--- src/rtl/dadda_div_pkg.sv ---
`default_nettype none
// ============================================================================
//  Module      : dadda_div_pkg
//  Description : Shared types and constants for the sequential restoring
//                divider (inverse datapath of the 16x16 Dadda multiplier).
//  Revision    : 1.0 - initial release
// ============================================================================
package dadda_div_pkg;

    // Divisor / quotient / remainder width; the dividend is twice as wide
    localparam int DIV_W = 16;

    // Iteration counter width, wide enough to hold DIV_W itself
    localparam int CNT_W = $clog2(DIV_W + 1);

    // Controller states
    typedef enum logic [1:0] {
        IDLE  = 2'd0,
        CHECK = 2'd1,
        RUN   = 2'd2,
        DONE  = 2'd3
    } div_state_t;

endpackage : dadda_div_pkg
`default_nettype wire

--- src/rtl/div_step.sv ---
`default_nettype none
// ============================================================================
//  Module      : div_step
//  Description : One combinational restoring-division iteration. Shifts the
//                {P,Q} pair left by one, then conditionally subtracts the
//                divisor from P and sets the new quotient bit.
//  Revision    : 1.0 - initial release
// ============================================================================
module div_step
    import dadda_div_pkg::*;
#(
    parameter int WIDTH = DIV_W
) (
    input  logic [WIDTH:0]   p,
    input  logic [WIDTH-1:0] q,
    input  logic [WIDTH-1:0] divisor,
    output logic [WIDTH:0]   p_next,
    output logic [WIDTH-1:0] q_next
);

    logic [WIDTH:0]   w_p_sh;
    logic [WIDTH-1:0] w_q_sh;
    logic [WIDTH:0]   w_dv_ext;

    // P stays below the divisor between iterations, so its top bit is free
    // and the shift never loses information.
    assign w_p_sh   = {p[WIDTH-1:0], q[WIDTH-1]};
    assign w_q_sh   = {q[WIDTH-2:0], 1'b0};
    assign w_dv_ext = {1'b0, divisor};

    // Trial subtract: keep the difference only when it does not go negative
    always_comb begin
        p_next = w_p_sh;
        q_next = w_q_sh;
        if (w_p_sh >= w_dv_ext) begin
            p_next    = w_p_sh - w_dv_ext;
            q_next[0] = 1'b1;
        end
    end

endmodule : div_step
`default_nettype wire

--- src/rtl/dadda_divider_32.sv ---
`default_nettype none
// ============================================================================
//  Module      : dadda_divider_32
//  Description : Sequential restoring divider, 2*WIDTH-bit dividend by
//                WIDTH-bit divisor, start/busy/done handshake. Divide-by-zero
//                and quotient overflow are detected up front and exit early.
//  Revision    : 1.0 - initial release
// ============================================================================
module dadda_divider_32
    import dadda_div_pkg::*;
#(
    parameter int WIDTH = DIV_W
) (
    input  logic               clk,
    input  logic               rst_n,
    input  logic               start,
    input  logic [2*WIDTH-1:0] dividend,
    input  logic [WIDTH-1:0]   divisor,
    output logic               busy,
    output logic               done,
    output logic [WIDTH-1:0]   quotient,
    output logic [WIDTH-1:0]   remainder,
    output logic               div_by_zero,
    output logic               overflow
);

    localparam int C_CNT_W = $clog2(WIDTH + 1);

    div_state_t         r_state;
    div_state_t         w_state_next;
    logic [2*WIDTH-1:0] r_dividend;
    logic [WIDTH-1:0]   r_divisor;
    logic [WIDTH:0]     r_p;
    logic [WIDTH-1:0]   r_q;
    logic [C_CNT_W-1:0] r_count;
    logic [WIDTH-1:0]   r_quotient;
    logic [WIDTH-1:0]   r_remainder;
    logic               r_dbz;
    logic               r_ovf;
    logic               r_done;

    logic               w_accept;
    logic               w_is_zero;
    logic               w_is_ovf;
    logic               w_last;
    logic [WIDTH:0]     w_p_next;
    logic [WIDTH-1:0]   w_q_next;

    // Starts are only honoured when no division is in flight
    assign w_accept  = start && ((r_state == IDLE) || (r_state == DONE));
    assign w_is_zero = (r_divisor == '0);
    // Quotient fits in WIDTH bits only when the high half is below the divisor
    assign w_is_ovf  = (r_dividend[2*WIDTH-1:WIDTH] >= r_divisor);
    assign w_last    = (r_count == C_CNT_W'(WIDTH - 1));

    div_step #(
        .WIDTH   (WIDTH)
    ) u_step (
        .p       (r_p),
        .q       (r_q),
        .divisor (r_divisor),
        .p_next  (w_p_next),
        .q_next  (w_q_next)
    );

    // State register
    always_ff @(posedge clk) begin
        if (!rst_n) begin
            r_state <= IDLE;
        end else begin
            r_state <= w_state_next;
        end
    end

    // Next-state decode
    always_comb begin
        w_state_next = r_state;
        case (r_state)
            IDLE:    if (start) w_state_next = CHECK;
            CHECK:   w_state_next = (w_is_zero || w_is_ovf) ? DONE : RUN;
            RUN:     if (w_last) w_state_next = DONE;
            DONE:    w_state_next = start ? CHECK : IDLE;
            default: w_state_next = IDLE;
        endcase
    end

    // Operand capture, iteration datapath and result/flag registers
    always_ff @(posedge clk) begin
        if (!rst_n) begin
            r_dividend  <= '0;
            r_divisor   <= '0;
            r_p         <= '0;
            r_q         <= '0;
            r_count     <= '0;
            r_quotient  <= '0;
            r_remainder <= '0;
            r_dbz       <= 1'b0;
            r_ovf       <= 1'b0;
            r_done      <= 1'b0;
        end else begin
            // done trails DONE entry by one edge so the pulse stays aligned
            // with results even when a new start is taken in DONE
            r_done <= (r_state == DONE);
            if (w_accept) begin
                r_dividend <= dividend;
                r_divisor  <= divisor;
            end
            case (r_state)
                CHECK: begin
                    r_dbz <= 1'b0;
                    r_ovf <= 1'b0;
                    if (w_is_zero) begin
                        r_quotient  <= '1;
                        r_remainder <= r_dividend[WIDTH-1:0];
                        r_dbz       <= 1'b1;
                    end else if (w_is_ovf) begin
                        r_quotient  <= '1;
                        r_remainder <= '0;
                        r_ovf       <= 1'b1;
                    end else begin
                        r_p     <= {1'b0, r_dividend[2*WIDTH-1:WIDTH]};
                        r_q     <= r_dividend[WIDTH-1:0];
                        r_count <= '0;
                    end
                end
                RUN: begin
                    r_p     <= w_p_next;
                    r_q     <= w_q_next;
                    r_count <= r_count + C_CNT_W'(1);
                    if (w_last) begin
                        r_quotient  <= w_q_next;
                        r_remainder <= w_p_next[WIDTH-1:0];
                    end
                end
                default: ;
            endcase
        end
    end

    assign busy        = (r_state == CHECK) || (r_state == RUN);
    assign done        = r_done;
    assign quotient    = r_quotient;
    assign remainder   = r_remainder;
    assign div_by_zero = r_dbz;
    assign overflow    = r_ovf;

endmodule : dadda_divider_32
`default_nettype wire

--- config.mk ---
export PLATFORM = sky130hd
export DESIGN_NAME = dadda_divider_32
export DESIGN_NICKNAME = d
export VERILOG_FILES = /design/src/rtl/dadda_div_pkg.sv /design/src/rtl/div_step.sv /design/src/rtl/dadda_divider_32.sv
export SDC_FILE = /design/constraint.sdc
export NUM_CORES = 1
export LEC_CHECK = 0
export CORE_ASPECT_RATIO = 1.75
export CORE_MARGIN = 2
export CORE_UTILIZATION = 59
export CTS_CLUSTER_DIAMETER = 120
export DETAILED_ROUTE_END_ITERATION = 12
export PLACE_DENSITY = 0.88
export SYNTH_ARGS = -nofsm -noshare
export SYNTH_HDL_FRONTEND = slang
export SYNTH_SLANG_ARGS = --single-unit
--- constraint.sdc ---
create_clock -name clk -period 4.3 [get_ports clk]
set_clock_uncertainty 0.1 [all_clocks]
set_input_delay 0.645 -clock clk [delete_from_list [all_inputs] [get_ports clk]]
set_output_delay 0.645 -clock clk [all_outputs]
set_load 0.02 [all_outputs]
Run 1, signal wires by layer:
Two of the layers only.
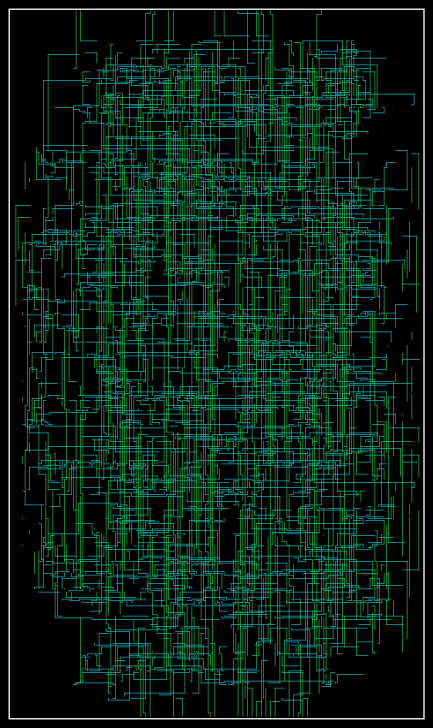
legend:
  met1:
    color: cyan
    wire_length: 6,370 µm
  met2:
    color: green
    wire_length: 9,240 µm
GRT Util Overall: 31.6%
detail-routed net length per standard cell: 17.8 µm
DRT Wirelength: 17,400 µm
via count: 6,016

Run 1, sequential cells grouped by signal name:
Scale bar: 20 µm.
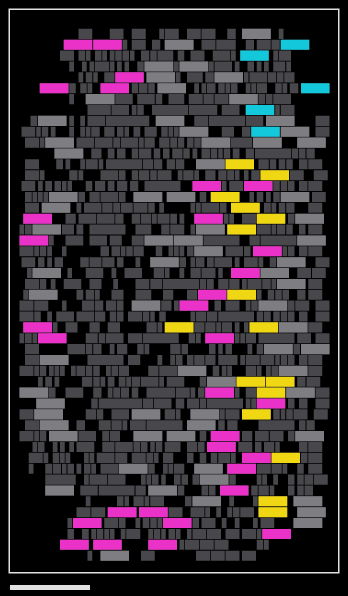
legend:
  r_dividend:
    color: magenta
    flops: 32
    where: widely spread
  r_q:
    color: yellow
    flops: 16
  r_count:
    color: cyan
    flops: 5
    where: top right
sequential cell area share: 31.6%
end-of-flow core utilization: 74.6%

Run 1, logic cells by family:
Scale bar: 20 µm.
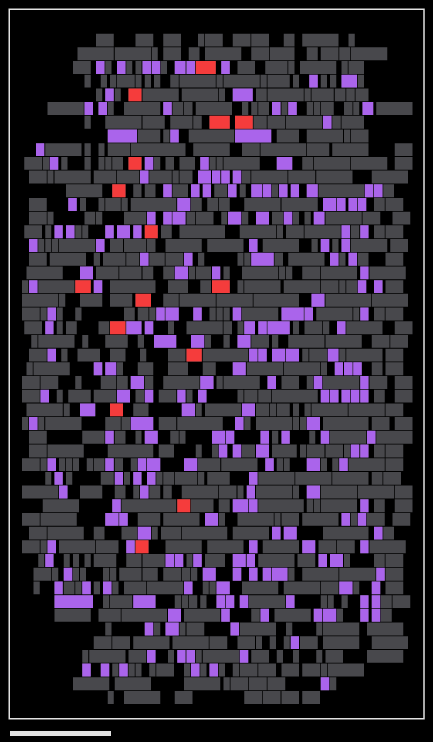
legend:
  AND-OR and OR-AND gates:
    color: red
    cells: 15
    most_used: a21o_1
  inverting AOI/OAI gates:
    color: purple
    cells: 232
    most_used: a21oi_1
    where: widely spread
top logic cell by instance count in the layout: nand2_1
multi-input combinational area share: 45.8%
number of non-filler instances in the completed layout: 980

Run 1, pin map:
Pins as bars across the die edge, other pins in gray.
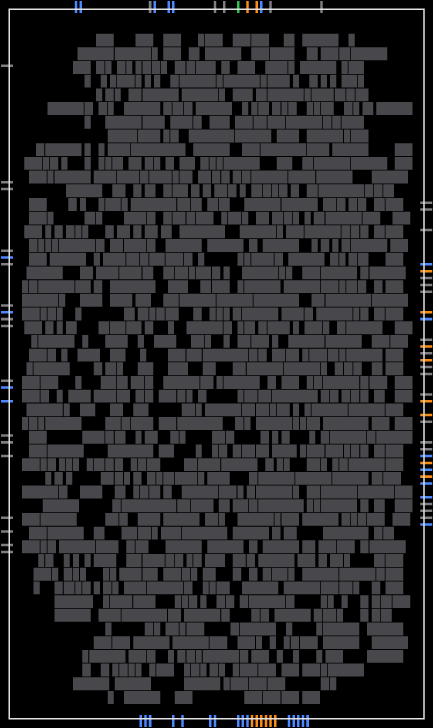
legend:
  remainder:
    color: orange
    pins: 16
    direction: output
    edge: 8 right, 6 bottom, 2 top
  dividend:
    color: blue
    pins: 32
    direction: input
    edge: 15 bottom, 7 right, 6 top, 4 left
  busy:
    color: green
    pins: 1
    direction: output
    edge: top
die outline height: 141 µm
tally of buffers added on design ports: 86

==> impl_metrics.xml, run 1 <==
<?xml version="1.0" encoding="UTF-8"?>
<metrics>
  <group name="timing">
    <metric name="grt_setup_unrepaired" unit="">no</metric>
    <metric name="setup_violations" unit="">0</metric>
    <metric name="finalMaxSlewViolations" unit="">0</metric>
    <metric name="holdWs" unit="ns">0.354</metric>
    <metric name="worstMarginPinSlew" unit="ns">1.21</metric>
    <metric name="max_freq" unit="MHz">294</metric>
    <metric name="fin_crit_sh" unit="%">79.1</metric>
    <metric name="final-hold-violation-count" unit="">0</metric>
  </group>
  <group name="floorplanning">
    <metric name="floorplan.die.width" unit="µm">82.1</metric>
    <metric name="taps" unit="">127</metric>
    <metric name="coreArea" unit="µm²">10400</metric>
    <metric name="floorplan.initialDensity" unit="%">60.7</metric>
  </group>
  <group name="outcome">
    <metric name="status" unit="">finished clean</metric>
  </group>
  <group name="detailed_routing">
    <metric name="drtAntennaViolNets" unit="">0</metric>
    <metric name="drc" unit="">0</metric>
    <metric name="first_pass_iters" unit="">5</metric>
    <metric name="route.detailed.vias_per_inst" unit="">6.14</metric>
  </group>
  <group name="layout">
    <metric name="largest_class" unit="">combinational gates</metric>
    <metric name="final_design_area_no_fill" unit="µm²">7730</metric>
    <metric name="largest_reg_flops" unit="">32</metric>
    <metric name="nClkBuffers" unit="">20</metric>
    <metric name="most-common-layout-cells" unit="">nand2_1, dfxtp_1, a21oi_1, clkdlybuf4s50_1, nor2_1</metric>
    <metric name="n_all_buffers" unit="">95</metric>
    <metric name="antennaDiodeCount" unit="">0</metric>
    <metric name="comb_cells" unit="">579</metric>
    <metric name="layout.filler_cells" unit="">751</metric>
    <metric name="num-nets-final" unit="">931</metric>
  </group>
  <group name="setup_path">
    <metric name="required" unit="ns">4.47</metric>
    <metric name="end_kind" unit="">register</metric>
    <metric name="crit_path_cell_trace" unit="">inv_1 -&gt; ha_1 -&gt; o21ai_1 -&gt; a211oi_1 -&gt; o21ai_1 -&gt; a31oi_2 -&gt; mux2i_1 -&gt; nor2_1 -&gt; a21oi_1 -&gt; a21oi_1</metric>
    <metric name="critPathMaxStageDelay" unit="ns">0.98</metric>
    <metric name="timing.reg2reg.worst_path_depth" unit="">10</metric>
    <metric name="crit_path_start_kind" unit="">register</metric>
    <metric name="path_class" unit="">reg -&gt; reg</metric>
  </group>
  <group name="power_and_ir_drop">
    <metric name="power_switching_share" unit="%">45.0</metric>
    <metric name="power.clock.fraction" unit="%">20.2</metric>
    <metric name="p_sw" unit="mW">3.09</metric>
    <metric name="power.share.sequential" unit="%">24.5</metric>
    <metric name="relative_contribution_of_combinational_cells_to_total_power" unit="%">55.3</metric>
    <metric name="ir_drop" unit="mV">0.586</metric>
  </group>
  <group name="yosys">
    <metric name="syn_area_per_cell" unit="µm²">8.12</metric>
    <metric name="synthTopCellsByArea" unit="">dfxtp_1, a21oi_1, nand2_1</metric>
    <metric name="synth.cellmix.compoundShare" unit="%">24.2</metric>
    <metric name="async_reset_ff_share" unit="%">0</metric>
    <metric name="yosys.stat.chipArea" unit="µm²">6290</metric>
    <metric name="ys_seq_elements" unit="">122</metric>
    <metric name="ys_flop_type" unit="">dfxtp_1</metric>
    <metric name="seq_area_frac_synth" unit="%">38.8</metric>
    <metric name="yosysWarnings" unit="">0</metric>
    <metric name="dominant_kind_of_combinational_cell" unit="">AND-OR/OR-AND gates</metric>
    <metric name="synth.top_cell.area_share" unit="%">38.8</metric>
    <metric name="area_fraction_in_xor_and_xnor_cells" unit="%">1.67</metric>
  </group>
  <group name="run">
    <metric name="maxCapViolCount" unit="">0</metric>
  </group>
  <group name="clock_tree">
    <metric name="clock_tree.htree_level_count" unit="">4</metric>
    <metric name="post_cts_resized" unit="">0</metric>
    <metric name="worstSkewPairLatency" unit="ns">0.42</metric>
    <metric name="tritoncts_num_sinks" unit="">122</metric>
    <metric name="cts_tree" unit="">built</metric>
  </group>
  <group name="global_routing">
    <metric name="global_route.overflow_total" unit="">0</metric>
    <metric name="grt_antenna_before_repair" unit="">0</metric>
  </group>
</metrics>
## run 1: metal layers
layer  GRT usage, %  vias to the layer above  wire length [µm]
li1               -                     2860                 -
met1           33.9                     2812              6370
met2           56.2                      270              9230
met3           5.76                       74               908
met4           17.6                        0               932
met5              0                        -                 0
## run 1: final timing paths
| path | start | end | slack (ns) |
|---|---|---|---|
| max | r_divisor[2]$_SDFFE_PN0P_ | remainder[10]$_SDFFE_PN0P_ | 0.90 |
| min | r_count[4]$_SDFFE_PN0P_ | r_count[4]$_SDFFE_PN0P_ | 0.35 |
| max reg2reg | r_divisor[2]$_SDFFE_PN0P_ | remainder[10]$_SDFFE_PN0P_ | 0.90 |
| min reg2reg | r_count[4]$_SDFFE_PN0P_ | r_count[4]$_SDFFE_PN0P_ | 0.35 |
## run 1: cells in the mapped netlist (all sizes together), types with 10 or more instances
master and count:
nand2 135, dfxtp 122, a21oi 116, o21ai 51
nor2 47, ha 39, clkbuf 32, a211oi 26
inv 24, mux2i 23, nand2b 22, buf 17
o211ai 11, nand3 10
## run 1: through the flow
step	cells	total power [mW]	setup slack, ns
after CTS	980	6.83	0.948
final	980	6.88	0.898
after global routing	980	7.32	0.620
after global placement	948	5.31	1.04
after detailed placement	948	5.41	1.01
after floorplan	775	4.50	1.82
## run 1: critical path, delay by kind of cell, from the launching register on
| kind | cells | cell delay [ns] |
|---|---|---|
| compound gates | 6 | 1.76 |
| mux | 1 | 0.47 |
| fa+ha+maj | 1 | 0.40 |
| flops | 1 | 0.35 |
| simple gates | 1 | 0.09 |
| buf+inv | 1 | 0.07 |
## run 1: power by group through the flow
stage	sequential, mW	clock (mW)	combinational [mW]
global route	1.71	1.45	4.16
CTS	1.68	1.39	3.76
finish	1.69	1.39	3.81
detailed placement	1.70	0	3.72
floorplan	1.72	0	2.78
global placement	1.68	0	3.63
==> run 2: changes to the inputs <==
CORE_UTILIZATION = 55   (was 59)
PLACE_DENSITY = 0.83   (was 0.88)
clock period = 3.3 ns   (was 4.3 ns; I/O delays follow)
Run 2, sequential cells grouped by signal name:
Scale bar: 20 µm.
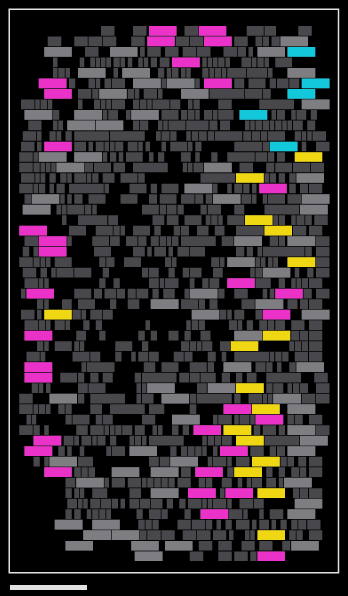
legend:
  r_dividend:
    color: magenta
    flops: 32
    where: widely spread
  r_count:
    color: cyan
    flops: 5
    where: top right
  r_q:
    color: yellow
    flops: 16
sequential power: 2.22 mW
end-of-flow core utilization: 69.7%

Run 2, clock routing:
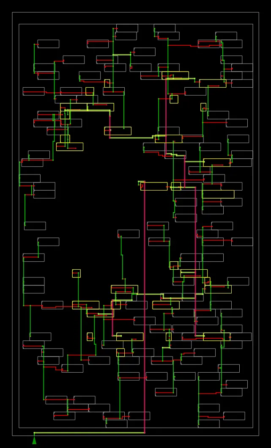
Clock Power: 1.74 mW
sequential cell count of the final layout: 122
number of sinks on the clock net: 122
insertion delay of the later-clocked pin in the worst-skew pair: 0.42 ns

==> run 2 against run 1 <==
  * Synthesized cell count unchanged
  * Power up 30%
  * Via count down 0.65%
  * Setup slack worse by 0.72 ns
  * Clock-buffer cell count down 3
  * Die size up 7.0%
  * Fmax up 8.9%
  * Clock power up 25%
  * Synthesized area unchanged
==> impl_metrics.xml, run 2 <==
<?xml version="1.0" encoding="UTF-8"?>
<metrics>
  <group name="setup_path">
    <metric name="critPathTopFamily" unit="">AND-OR/OR-AND gates</metric>
    <metric name="end_kind" unit="">register</metric>
    <metric name="crit_cells" unit="">10</metric>
    <metric name="path_buffers" unit="">2</metric>
    <metric name="required" unit="ns">3.49</metric>
    <metric name="critPathMaxStageDelay" unit="ns">0.45</metric>
    <metric name="crit_path_start_kind" unit="">register</metric>
  </group>
  <group name="timing">
    <metric name="max_freq" unit="MHz">320</metric>
    <metric name="setup_violations" unit="">0</metric>
    <metric name="worstMarginPinSlew" unit="ns">1.06</metric>
    <metric name="holdWs" unit="ns">0.366</metric>
    <metric name="finalMaxSlewViolations" unit="">0</metric>
    <metric name="setup_slack" unit="ns">0.175</metric>
    <metric name="grt_setup_unrepaired" unit="">no</metric>
    <metric name="fin_crit_sh" unit="%">94.7</metric>
    <metric name="final-hold-violation-count" unit="">0</metric>
  </group>
  <group name="floorplanning">
    <metric name="coreArea" unit="µm²">11200</metric>
    <metric name="floorplan.initialDensity" unit="%">56.3</metric>
    <metric name="floorplan.die.width" unit="µm">84.9</metric>
    <metric name="die-height" unit="µm">145</metric>
  </group>
  <group name="yosys">
    <metric name="dominant_kind_of_combinational_cell" unit="">AND-OR/OR-AND gates</metric>
    <metric name="ys_seq_elements" unit="">122</metric>
    <metric name="yosys.stat.chipArea" unit="µm²">6290</metric>
    <metric name="synthTopCellsByArea" unit="">dfxtp_1, a21oi_1, nand2_1</metric>
    <metric name="syn_area_per_cell" unit="µm²">8.12</metric>
    <metric name="post-synth-top-count-cell" unit="">nand2_1</metric>
    <metric name="area_fraction_in_xor_and_xnor_cells" unit="%">1.67</metric>
    <metric name="ys_flop_type" unit="">dfxtp_1</metric>
    <metric name="synth.cellmix.compoundShare" unit="%">24.2</metric>
    <metric name="async_reset_ff_share" unit="%">0</metric>
    <metric name="seq_area_frac_synth" unit="%">38.8</metric>
    <metric name="yosysWarnings" unit="">0</metric>
  </group>
  <group name="detailed_routing">
    <metric name="routedWlPerCell" unit="µm">18.3</metric>
    <metric name="route.detailed.vias_per_inst" unit="">6.05</metric>
    <metric name="first_pass_iters" unit="">5</metric>
    <metric name="dr_total_vias" unit="">5977</metric>
    <metric name="drtAntennaViolNets" unit="">0</metric>
    <metric name="wirelength" unit="µm">18100</metric>
  </group>
  <group name="run">
    <metric name="maxCapViolCount" unit="">0</metric>
  </group>
  <group name="layout">
    <metric name="num-nets-final" unit="">934</metric>
    <metric name="layout.cells.most_common" unit="">nand2_1</metric>
    <metric name="antennaDiodeCount" unit="">0</metric>
    <metric name="finalNonFillerCells" unit="">988</metric>
    <metric name="largest_reg_flops" unit="">32</metric>
    <metric name="synthToLayoutAreaGrowth" unit="%">23.6</metric>
    <metric name="most-common-layout-cells" unit="">nand2_1, dfxtp_1, a21oi_1, clkdlybuf4s50_1, nor2_1</metric>
  </group>
  <group name="clock_tree">
    <metric name="cts_tree" unit="">built</metric>
    <metric name="post_cts_resized" unit="">0</metric>
  </group>
  <group name="outcome">
    <metric name="status" unit="">finished clean</metric>
  </group>
  <group name="global_routing">
    <metric name="global_route.overflow_total" unit="">0</metric>
    <metric name="grt_antenna_before_repair" unit="">0</metric>
    <metric name="grt_util_all_layers" unit="%">29.9</metric>
  </group>
  <group name="place">
    <metric name="placedCellCount" unit="">956</metric>
    <metric name="io_buffers" unit="">86</metric>
    <metric name="place_worst_setup_slack" unit="ns">0.211</metric>
  </group>
  <group name="power_and_ir_drop">
    <metric name="ir_drop" unit="mV">0.816</metric>
  </group>
</metrics>
run 2: cell type report:
| class | instances | area, µm² |
|---|---|---|
| Fill cell | 861 | 3390 |
| Timing Repair Buffer | 98 | 988 |
| Multi-Input combinational cell | 579 | 3540 |
| Inverter | 25 | 93.8 |
| Sequential cell | 122 | 2440 |
| Clock buffer | 17 | 425 |
| Clock inverter | 15 | 128 |
| Tap cell | 132 | 165 |
run 2: metrics by stage:
step                cell area (µm²)  utilization, %
detailed placement             7230            64.7
CTS                            7780            69.7
global placement               7230            64.7
finish                         7780            69.7
global route                   7780            69.7
floorplan                      6290               -
run 2: path summary, 6_finish.rpt:
check | start | to | slack, ns
max | r_divisor[2]$_SDFFE_PN0P_ | remainder[4]$_SDFFE_PN0P_ | 0.18
min | quotient[6]$_SDFFE_PN0P_ | quotient[6]$_SDFFE_PN0P_ | 0.37
max reg2reg | r_divisor[2]$_SDFFE_PN0P_ | remainder[4]$_SDFFE_PN0P_ | 0.18
min reg2reg | quotient[6]$_SDFFE_PN0P_ | quotient[6]$_SDFFE_PN0P_ | 0.37
run 2: worst reg2reg max path: cells and delay by family, from the launching register on:
family,cells,cell delay [ns]
compound gates,6,1.28
mux,1,0.40
flops,1,0.36
buf+inv,2,0.44
fa+ha+maj,1,0.42
run 2: per-layer routing:
layer  vias up  global-route usage, %  wire length (µm)
li1       2874                      -                 -
met1      2846                   30.9              6540
met2       198                   55.4              9900
met3        59                   5.16               671
met4         0                   16.7               967
met5         -                      0                 0
run 2: power by group:
group / switching, mW / leakage (nW) / internal, mW / total (mW)
Sequential: 0.349 / 1.00 / 1.87 / 2.22
Combinational: 2.97 / 1.64 / 2.01 / 4.98
Clock: 0.707 / 0.261 / 1.03 / 1.74
==> run 3: changes to the inputs <==
CORE_ASPECT_RATIO = 0.7   (was 1.75)
CTS_CLUSTER_DIAMETER = default   (was 120)
Run 3, signal wires by layer:
Two of the layers only.
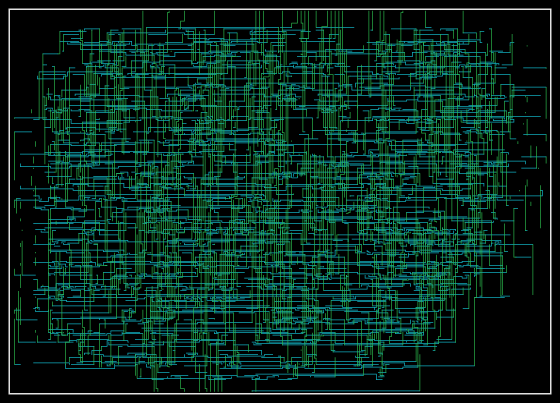
legend:
  met2:
    color: green
    wire_length: 8,340 µm
  met1:
    color: cyan
    wire_length: 8,730 µm
detail-routed net length per standard cell: 18.6 µm
GRT Util Overall: 31.3%
DRT Wirelength: 18,800 µm

Run 3, pin map:
Pins as bars across the die edge, other pins in gray.
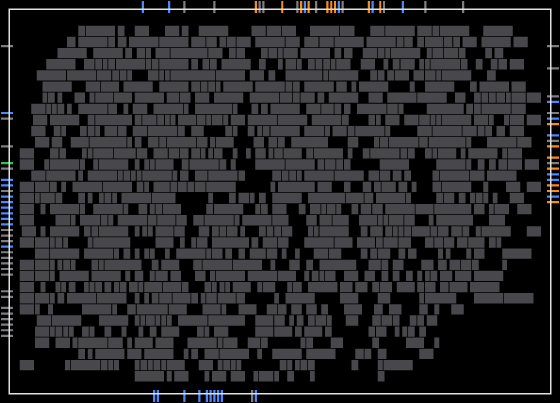
legend:
  remainder:
    color: orange
    pins: 16
    direction: output
    edge: 9 top, 7 right
  dividend:
    color: blue
    pins: 32
    direction: input
    edge: 10 left, 10 bottom, 6 right, 6 top
  busy:
    color: green
    pins: 1
    direction: output
    edge: left
all pins by edge: 32 left, 25 top, 19 right, 11 bottom
die x size: 132 µm
die outline height: 93.5 µm

==> run 3 against run 2 <==
  * Hold slack got worse by 0.011 ns
  * Register-to-register slack better by 0.08 ns
  * Non-clock buffer count up 3
  * First-iteration DRC count grew 100%
  * Global-route usage increased by 1.4 points
  * Sequential share of layout area is 0.30 points lower
==> impl_metrics.xml, run 3 <==
<?xml version="1.0" encoding="UTF-8"?>
<metrics>
  <group name="global_routing">
    <metric name="grt_use_met1" unit="%">44.3</metric>
    <metric name="grt_use_met3" unit="%">5.75</metric>
    <metric name="global_route.overflow_total" unit="">0</metric>
    <metric name="grt_max_degree" unit="">77</metric>
    <metric name="top_usage_layer" unit="">met2</metric>
    <metric name="met2_usage_in_global_routing" unit="%">48.6</metric>
    <metric name="grt_antenna_before_repair" unit="">0</metric>
  </group>
  <group name="place">
    <metric name="dp.final_hpwl" unit="µm">13200</metric>
    <metric name="gp_congestion" unit="">0.924</metric>
    <metric name="io_buffers" unit="">86</metric>
  </group>
  <group name="timing">
    <metric name="setup_violations" unit="">0</metric>
    <metric name="final-hold-violation-count" unit="">0</metric>
    <metric name="grt_setup_unrepaired" unit="">no</metric>
    <metric name="holdWs" unit="ns">0.355</metric>
    <metric name="fin_crit_sh" unit="%">92.4</metric>
    <metric name="worstMarginPinSlew" unit="ns">1.11</metric>
    <metric name="max_freq" unit="MHz">328</metric>
    <metric name="finalMaxSlewViolations" unit="">0</metric>
  </group>
  <group name="detailed_routing">
    <metric name="detail_route.wirelength.met1" unit="µm">8730</metric>
    <metric name="met3_wirelength" unit="µm">1500</metric>
    <metric name="top_layer_used" unit="">met4</metric>
    <metric name="drtAntennaViolNets" unit="">0</metric>
    <metric name="route.detailed.vias_per_inst" unit="">5.91</metric>
    <metric name="dr_total_vias" unit="">5980</metric>
    <metric name="first_pass_iters" unit="">5</metric>
    <metric name="route.met2.wl" unit="µm">8340</metric>
  </group>
  <group name="floorplanning">
    <metric name="coreArea" unit="µm²">11100</metric>
    <metric name="floorplan.initialDensity" unit="%">56.7</metric>
    <metric name="placement_rows" unit="">32</metric>
    <metric name="taps" unit="">153</metric>
    <metric name="boundaryPins" unit="">87</metric>
  </group>
  <group name="clock_tree">
    <metric name="post_cts_resized" unit="">0</metric>
    <metric name="cts.root.buffer_cell" unit="">clkbuf_16</metric>
    <metric name="cts_buf_count" unit="">17</metric>
    <metric name="cts-hold-fix-buffers" unit="">0</metric>
    <metric name="tritoncts_num_sinks" unit="">122</metric>
    <metric name="worstSkewPairLatency" unit="ns">0.42</metric>
    <metric name="cts_tree" unit="">built</metric>
  </group>
  <group name="layout">
    <metric name="final_layout_size_suffix_gt1_share" unit="%">7.33</metric>
    <metric name="sequential_cell_area_share" unit="%">31.1</metric>
    <metric name="comb_area_share" unit="%">45.1</metric>
    <metric name="most-common-layout-cells" unit="">nand2_1, dfxtp_1, a21oi_1, clkdlybuf4s50_1, nor2_1</metric>
    <metric name="antennaDiodeCount" unit="">0</metric>
    <metric name="count_of_non_cts_inverters_in_the_layout" unit="">25</metric>
    <metric name="seq_cells" unit="">122</metric>
    <metric name="sequential_cell_area" unit="µm²">2440</metric>
    <metric name="layout.cells.most_common" unit="">nand2_1</metric>
    <metric name="num-nets-final" unit="">937</metric>
    <metric name="comb_cells" unit="">579</metric>
    <metric name="multi_input_comb_area" unit="µm²">3540</metric>
    <metric name="clock_area_share" unit="%">7.11</metric>
    <metric name="layout.filler_cells" unit="">850</metric>
    <metric name="nClkBuffers" unit="">21</metric>
    <metric name="synthToLayoutAreaGrowth" unit="%">24.8</metric>
    <metric name="largest_class" unit="">combinational gates</metric>
    <metric name="largest_reg_flops" unit="">32</metric>
    <metric name="n_all_buffers" unit="">101</metric>
    <metric name="area_share_nonclk_buffers" unit="%">13.0</metric>
  </group>
  <group name="yosys">
    <metric name="synth.cells.most_frequent" unit="">nand2_1, dfxtp_1, a21oi_1, nor2_1, o21ai_1</metric>
    <metric name="seq_area_frac_synth" unit="%">38.8</metric>
    <metric name="yosys.stat.chipArea" unit="µm²">6290</metric>
    <metric name="area_fraction_in_xor_and_xnor_cells" unit="%">1.67</metric>
    <metric name="fa_ha_area_share" unit="%">8.07</metric>
    <metric name="ys_seq_elements" unit="">122</metric>
    <metric name="post_synth_num_cell_types" unit="">60</metric>
    <metric name="post-synth-top-count-cell" unit="">nand2_1</metric>
    <metric name="muxShareOfSynthArea" unit="%">4.37</metric>
    <metric name="syn_area_per_cell" unit="µm²">8.12</metric>
    <metric name="synth.cellmix.compoundShare" unit="%">24.2</metric>
    <metric name="ys_flop_type" unit="">dfxtp_1</metric>
    <metric name="synthTopCellsByArea" unit="">dfxtp_1, a21oi_1, nand2_1</metric>
    <metric name="yosysWarnings" unit="">0</metric>
    <metric name="async_reset_ff_share" unit="%">0</metric>
    <metric name="dominant_kind_of_combinational_cell" unit="">AND-OR/OR-AND gates</metric>
  </group>
  <group name="setup_path">
    <metric name="crit_path_start" unit="">r_divisor[11]$_SDFFE_PN0P_</metric>
    <metric name="r2r-end" unit="">r_p[11]$_SDFFE_PN0P_</metric>
    <metric name="end_kind" unit="">register</metric>
    <metric name="crit_path_start_kind" unit="">register</metric>
    <metric name="critPathMaxStageDelay" unit="ns">0.87</metric>
    <metric name="r2r_start" unit="">r_divisor[11]$_SDFFE_PN0P_</metric>
    <metric name="r2r_setup_slack" unit="ns">0.25</metric>
    <metric name="required" unit="ns">3.51</metric>
    <metric name="worstSetupEndpoint" unit="">r_p[11]$_SDFFE_PN0P_</metric>
    <metric name="crit_path_cell_trace" unit="">inv_1 -&gt; ha_1 -&gt; nand2_1 -&gt; o21bai_1 -&gt; a21oi_1 -&gt; nor2_1 -&gt; a21oi_4 -&gt; o21bai_2 -&gt; nor2_1 -&gt; a32o_1</metric>
  </group>
  <group name="power_and_ir_drop">
    <metric name="ir_drop" unit="mV">1.11</metric>
  </group>
  <group name="outcome">
    <metric name="status" unit="">finished clean</metric>
  </group>
  <group name="run">
    <metric name="maxCapViolCount" unit="">0</metric>
  </group>
</metrics>
-- run 3: metrics by stage --
step	instance area (µm²)	cells	worst slack (ns)	util, %	power [mW]
floorplan	6290	775	0.821	-	5.87
global route	7850	1012	0.123	70.8	9.76
finish	7850	1012	0.252	70.8	9.18
detailed placement	7290	980	0.231	65.7	7.26
global placement	7290	980	0.294	65.7	7.15
CTS	7850	1012	0.200	70.7	9.06
-- run 3: worst min path at each step --
stage                                    startpoint  depth (start not counted)                   endpoint  slack, ns
after floorplan             r_count[4]$_SDFFE_PN0P_                          2    r_count[4]$_SDFFE_PN0P_       0.33
after global placement      r_count[4]$_SDFFE_PN0P_                          2    r_count[4]$_SDFFE_PN0P_       0.34
after detailed placement    r_count[4]$_SDFFE_PN0P_                          2    r_count[4]$_SDFFE_PN0P_       0.35
after CTS                   r_count[4]$_SDFFE_PN0P_                          2    r_count[4]$_SDFFE_PN0P_       0.36
after global routing      quotient[12]$_SDFFE_PN0P_                          2  quotient[12]$_SDFFE_PN0P_       0.39
final                       r_count[4]$_SDFFE_PN0P_                          2    r_count[4]$_SDFFE_PN0P_       0.36
-- run 3: where the power goes --
part           switching, mW  internal (mW)  leakage [nW]  total (mW)
combinational           3.11           2.10          1.66        5.21
sequential             0.345           1.87          1.00        2.22
clock                  0.690           1.07         0.265        1.76
-- run 3: cell families after synthesis --
logic type | after synthesis
AND-OR/OR-AND | 247
adder cells (fa/ha/maj) | 40
XOR/XNOR | 12
AND/OR/NAND/NOR | 253
buffers and inverters | 74
flip-flops | 122
multiplexers | 27
-- run 3: critical path, delay by kind of cell (launching register included) --
family | cells | cell delay, ns
DFF | 1 | 0.36
buffers and inverters | 1 | 0.12
AOI/OAI and AO/OA | 5 | 1.54
adders and majority gates | 1 | 0.34
and+or+nand+nor | 3 | 0.47
Power and IR drop assume default switching activity.
